Fig. 1: PDN straps and rails
Bar = 50 microns. Pins as bars on the die edge. Tap cells in grey.
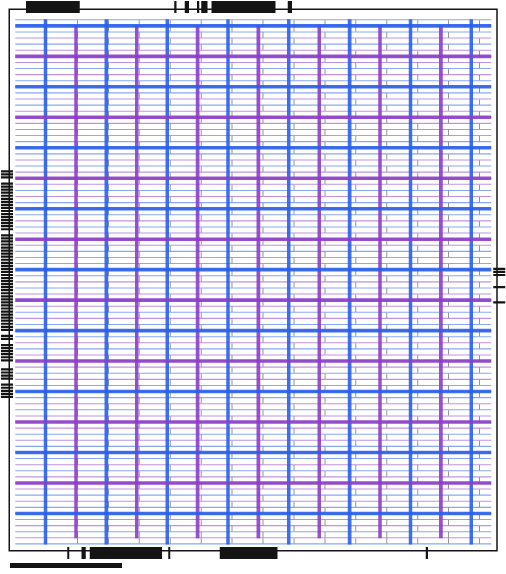
Fig. 2: placed cells, one colour a class
Bar = 50 microns.
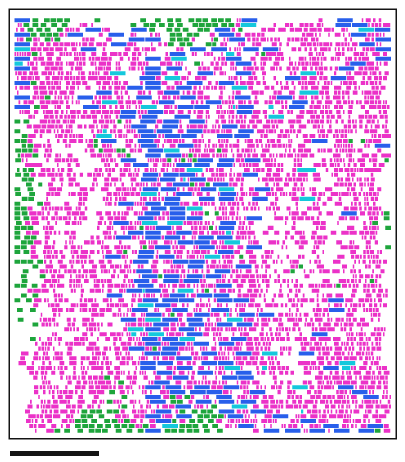
Fig. 3: metal layers overlaid
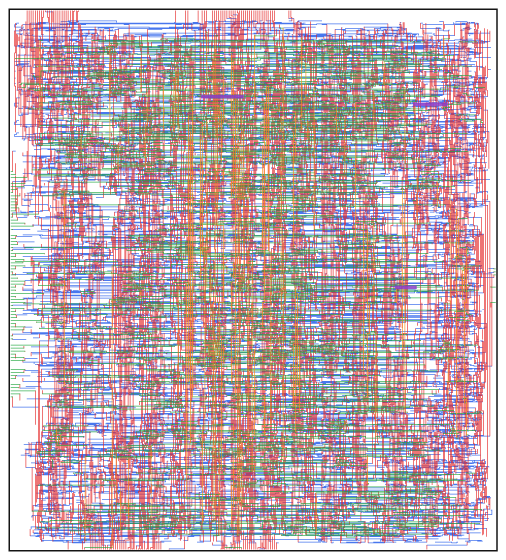
Fig. 4: track usage over the die
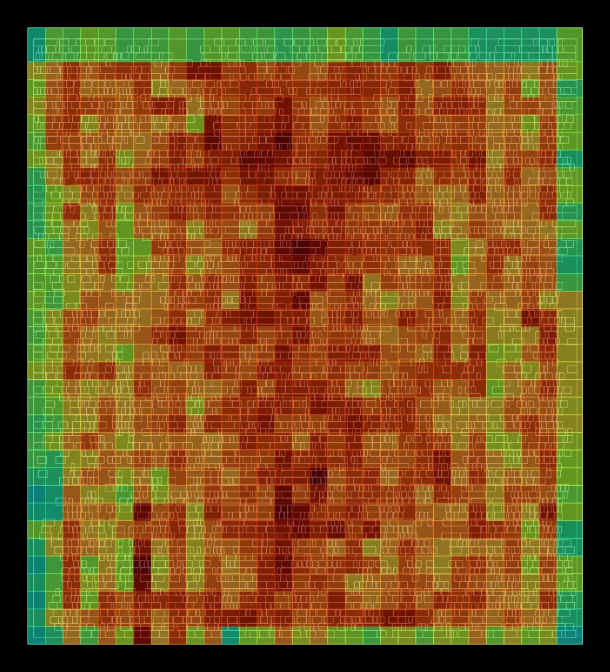
[config.mk]
export PLATFORM = sky130hd
export DESIGN_NAME = alu_seq
export DESIGN_NICKNAME = d
export VERILOG_FILES = /design/src/rtl/alu_seq_pkg.sv /design/src/rtl/alu_comb_n.sv /design/src/rtl/alu_seq.sv
export SDC_FILE = /design/constraint.sdc
export NUM_CORES = 2
export LEC_CHECK = 0
export CORE_AREA = 2 2 215 239
export CTS_CLUSTER_SIZE = 10
export DETAILED_ROUTE_END_ITERATION = 12
export DIE_AREA = 0 0 217 241
export PLACE_DENSITY = 0.79
export SYNTH_ARGS = -nofsm -noshare
export SYNTH_HDL_FRONTEND = slang
export SYNTH_SLANG_ARGS = --single-unit
[constraint.sdc]
create_clock -name clk -period 12.6 [get_ports clk]
set_input_delay 2.52 -clock clk [delete_from_list [all_inputs] [get_ports clk]]
set_output_delay 2.52 -clock clk [all_outputs]
set_load 0.02 [all_outputs]
[src/rtl/alu_seq_pkg.sv]
// rtl/alu_seq_pkg.sv - op codes, FSM states and op classification for alu_seq
package alu_seq_pkg;

  typedef enum logic [3:0] {
    OP_AND   = 4'b0000,
    OP_OR    = 4'b0001,
    OP_ADD   = 4'b0010,
    OP_SUB   = 4'b0110,
    OP_PASSB = 4'b0111,
    OP_MUL   = 4'b1000,
    OP_UDIV  = 4'b1001,
    OP_UREM  = 4'b1010,
    OP_NOR   = 4'b1100
  } alu_op_e;

  typedef enum logic [1:0] {
    IDLE,
    ITER,
    DONE
  } state_e;

  function automatic logic op_is_iter(input logic [3:0] op);
    return (op == OP_MUL) || (op == OP_UDIV) || (op == OP_UREM);
  endfunction

endpackage

[src/rtl/alu_comb_n.sv]
// rtl/alu_comb_n.sv - single-cycle logic/arith ops with carry and signed overflow
module alu_comb_n
  import alu_seq_pkg::*;
#(
  parameter int N = 64
) (
  input  logic [N-1:0] a,
  input  logic [N-1:0] b,
  input  logic [3:0]   op,
  output logic [N-1:0] result,
  output logic         carry,
  output logic         overflow
);

  logic [N-1:0] b_eff;
  logic [N:0]   sum;

  always_comb begin
    result   = '0;
    carry    = 1'b0;
    overflow = 1'b0;
    // SUB is a + ~b + 1, so carry means "no borrow"
    b_eff    = (op == OP_SUB) ? ~b : b;
    sum      = {1'b0, a} + {1'b0, b_eff} + {{N{1'b0}}, (op == OP_SUB)};
    case (op)
      OP_AND:   result = a & b;
      OP_OR:    result = a | b;
      OP_PASSB: result = b;
      OP_NOR:   result = ~(a | b);
      OP_ADD, OP_SUB: begin
        result   = sum[N-1:0];
        carry    = sum[N];
        overflow = (a[N-1] == b_eff[N-1]) && (sum[N-1] != a[N-1]);
      end
      default: result = '0;
    endcase
  end

endmodule

[src/rtl/alu_seq.sv]
// rtl/alu_seq.sv - multi-cycle ALU: single-cycle ops, shift-add MUL, restoring UDIV/UREM
module alu_seq
  import alu_seq_pkg::*;
#(
  parameter int N  = 64,
  parameter int CW = $clog2(N + 1)
) (
  input  logic         clk,
  input  logic         reset,
  input  logic         start,
  input  logic [N-1:0] a,
  input  logic [N-1:0] b,
  input  logic [3:0]   ALUControl,
  output logic         ready,
  output logic         busy,
  output logic         valid,
  output logic [N-1:0] result,
  output logic         zero,
  output logic         negative,
  output logic         carry,
  output logic         overflow,
  output logic         divzero
);

  state_e        state, state_nx;
  logic [3:0]    op_q;
  logic [N-1:0]  acc;
  logic [N-1:0]  xr;
  logic [N-1:0]  yr;
  logic [CW-1:0] cnt;
  logic [N-1:0]  result_q;
  logic          carry_q, overflow_q, divzero_q;

  logic [N-1:0]  comb_result;
  logic          comb_carry, comb_overflow;

  logic          accept, last;
  logic [N-1:0]  mul_acc_nx, rem_nx, quo_nx, diff;
  logic [N:0]    trial;
  logic          ge;

  alu_comb_n #(.N(N)) u_comb (
    .a        (a),
    .b        (b),
    .op       (ALUControl),
    .result   (comb_result),
    .carry    (comb_carry),
    .overflow (comb_overflow)
  );

  assign accept = (state == IDLE) && start;
  assign last   = (state == ITER) && (cnt == CW'(N - 1));

  // MUL: acc += xr when yr[0]; xr shifts left, yr right.
  // DIV: acc is the remainder, xr shifts dividend bits out and quotient bits in, yr is the divisor.
  always_comb begin
    mul_acc_nx = yr[0] ? acc + xr : acc;
    trial      = {acc, xr[N-1]};
    ge         = trial >= {1'b0, yr};
    diff       = trial[N-1:0] - yr;
    rem_nx     = ge ? diff : trial[N-1:0];
    quo_nx     = {xr[N-2:0], ge};
  end

  always_ff @(posedge clk or posedge reset) begin
    if (reset) state <= IDLE;
    else       state <= state_nx;
  end

  always_comb begin
    state_nx = state;
    case (state)
      IDLE:    if (start) state_nx = op_is_iter(ALUControl) ? ITER : DONE;
      ITER:    if (cnt == CW'(N - 1)) state_nx = DONE;
      DONE:    state_nx = IDLE;
      default: state_nx = IDLE;
    endcase
  end

  always_ff @(posedge clk or posedge reset) begin
    if (reset) begin
      op_q       <= '0;
      acc        <= '0;
      xr         <= '0;
      yr         <= '0;
      cnt        <= '0;
      result_q   <= '0;
      carry_q    <= 1'b0;
      overflow_q <= 1'b0;
      divzero_q  <= 1'b0;
    end else if (accept) begin
      op_q <= ALUControl;
      acc  <= '0;
      xr   <= a;
      yr   <= b;
      cnt  <= '0;
      if (!op_is_iter(ALUControl)) begin
        result_q   <= comb_result;
        carry_q    <= comb_carry;
        overflow_q <= comb_overflow;
        divzero_q  <= 1'b0;
      end
    end else if (state == ITER) begin
      cnt <= cnt + 1'b1;
      if (op_q == OP_MUL) begin
        acc <= mul_acc_nx;
        xr  <= xr << 1;
        yr  <= yr >> 1;
      end else begin
        acc <= rem_nx;
        xr  <= quo_nx;
      end
      if (last) begin
        case (op_q)
          OP_MUL:  result_q <= mul_acc_nx;
          OP_UDIV: result_q <= quo_nx;
          default: result_q <= rem_nx;
        endcase
        carry_q    <= 1'b0;
        overflow_q <= 1'b0;
        // yr only shifts for MUL, so for divides it still holds the divisor here
        divzero_q  <= (op_q != OP_MUL) && (yr == '0);
      end
    end
  end

  assign ready    = (state == IDLE);
  assign busy     = (state == ITER);
  assign valid    = (state == DONE);
  assign result   = result_q;
  assign zero     = (result_q == '0);
  assign negative = result_q[N-1];
  assign carry    = carry_q;
  assign overflow = overflow_q;
  assign divzero  = divzero_q;

endmodule

==> flow_summary.rst <==
Metrics
=======

.. list-table::
   :header-rows: 1

   * - Metric
     - Value
   * - Hold Path End
     - divzero
   * - Dominant comb cell
     - AND-OR/OR-AND gates
   * - Count of library flops with an enable pin
     - 0
   * - Number of cell instances on the worst register-to-register path
     - 12
   * - Number of global-route vias before repair
     - just under 30000
   * - Filler instances
     - 4382
   * - Cell count of the worst hold path
     - 2
   * - Net count after synthesis
     - 4273
   * - Via density per instance
     - 7.13
   * - Clk power
     - 0.978 mW
   * - Violated checks
     - capacitance limit, slew limit
   * - Most used logic cell in the final layout
     - nand2_1
   * - FA/HA/MAJ Cells, Area Fraction
     - 0.107
   * - Origin of the worst setup path
     - ALUControl[3]
   * - Run status
     - finished with violations
   * - Total wire length
     - 128000 microns
   * - Count of sequential standard cells
     - 272
   * - Layout clock area frac
     - 0.0315
   * - Critical path startpoint category
     - input port
   * - Summed negative setup slack over all endpoints
     - 0 ns
   * - Worst-case register-to-register setup slack
     - 6.89 ns
   * - CTS H-Tree Depth
     - 2
   * - Iteration-0 DRC count of the detailed router
     - 5315
   * - Logic power comb
     - 0.466 mW
   * - Post-Layout Inst Area
     - 33000 sq um
   * - Final count of pins violating max slew
     - 2
   * - Inserted tap cell count
     - 660
   * - Layout cell share with drive strength beyond 1
     - 0.0412
   * - Final worst path period need
     - 7.94 ns
   * - Clock buffer count from CTS
     - 35
   * - Clock Tree Root
     - clkbuf_16
   * - Area fraction in compound gates after synthesis
     - 0.313
   * - Clock buf count
     - between 40 and 50
   * - Number of core rows
     - 86
   * - Number of warning messages in the yosys log
     - 0
   * - Area fraction of the dominant cell type after synthesis
     - 0.230
   * - Proportion of cell area occupied by multi-input gates
     - 0.650
   * - Multi-input logic cell count
     - 3261
   * - Worst setup path endpoint
     - result[62]
   * - First-pass DRT Iterations
     - 9
   * - Setup WS pre-CTS
     - 4.17 ns
   * - Max-capacitance violation count
     - 1
   * - Share of synthesized cell area in and, or, nand and nor gates
     - 0.182
   * - Number of synthesized register bits
     - 272
   * - RSZ-0062 raised after global routing
     - false
   * - First-pass GRT wire length
     - between 150000 and 200000 microns
   * - Most repeated cell in the gate-level netlist after synthesis
     - nand2_1
   * - Post-route DRC violation count
     - 0
   * - Fraction of standard cell area that is sequential
     - 0.207
   * - Share of total power in combinational logic
     - 0.201
   * - Biggest fanout along the worst timing path
     - 39
Notes on Fig. 1 above:
legend:
  blue:
    net: VSS
  purple:
    net: VDD
signal pins: 207
tap cells: 660
met4 straps: 15
met1 rails: 87
met5 straps: 17
VDD IR-drop max: 100 uV
Die Ht: 241 microns

Notes on Fig. 2 above:
legend:
  magenta:
    class: all other logic
    cells: 3391
    share_of_their_area: 68%
  green:
    class: other buffers and delay cells
    cells: 247
    share_of_their_area: 7.3%
  blue:
    class: flip-flops
    cells: 272
    share_of_their_area: 21%
  cyan:
    class: clock drivers and dummy loads
    cells: 50
    share_of_their_area: 3.2%

Notes on Fig. 3 above:
legend:
  red:
    layer: met2
    wire_length: 48.6 mm
  purple:
    layer: met5
    wire_length: 39.6 microns
  green:
    layer: met3
    wire_length: 23.5 mm
  orange:
    layer: met4
    wire_length: 5190 microns
  blue:
    layer: met1
    wire_length: 50.6 mm
routed via count: 32900
routed wirelength normalized by instance count: 27.7 microns
overall routing resource usage: 0.477

Notes on Fig. 4 above:
global-route met3 utilization: 0.243
final design utilization: 0.663
peak-usage layer in the global routing report: met1
global routing met1 resource utilization: 0.663

No activity file was given, so power comes from the tool's default toggle rates.
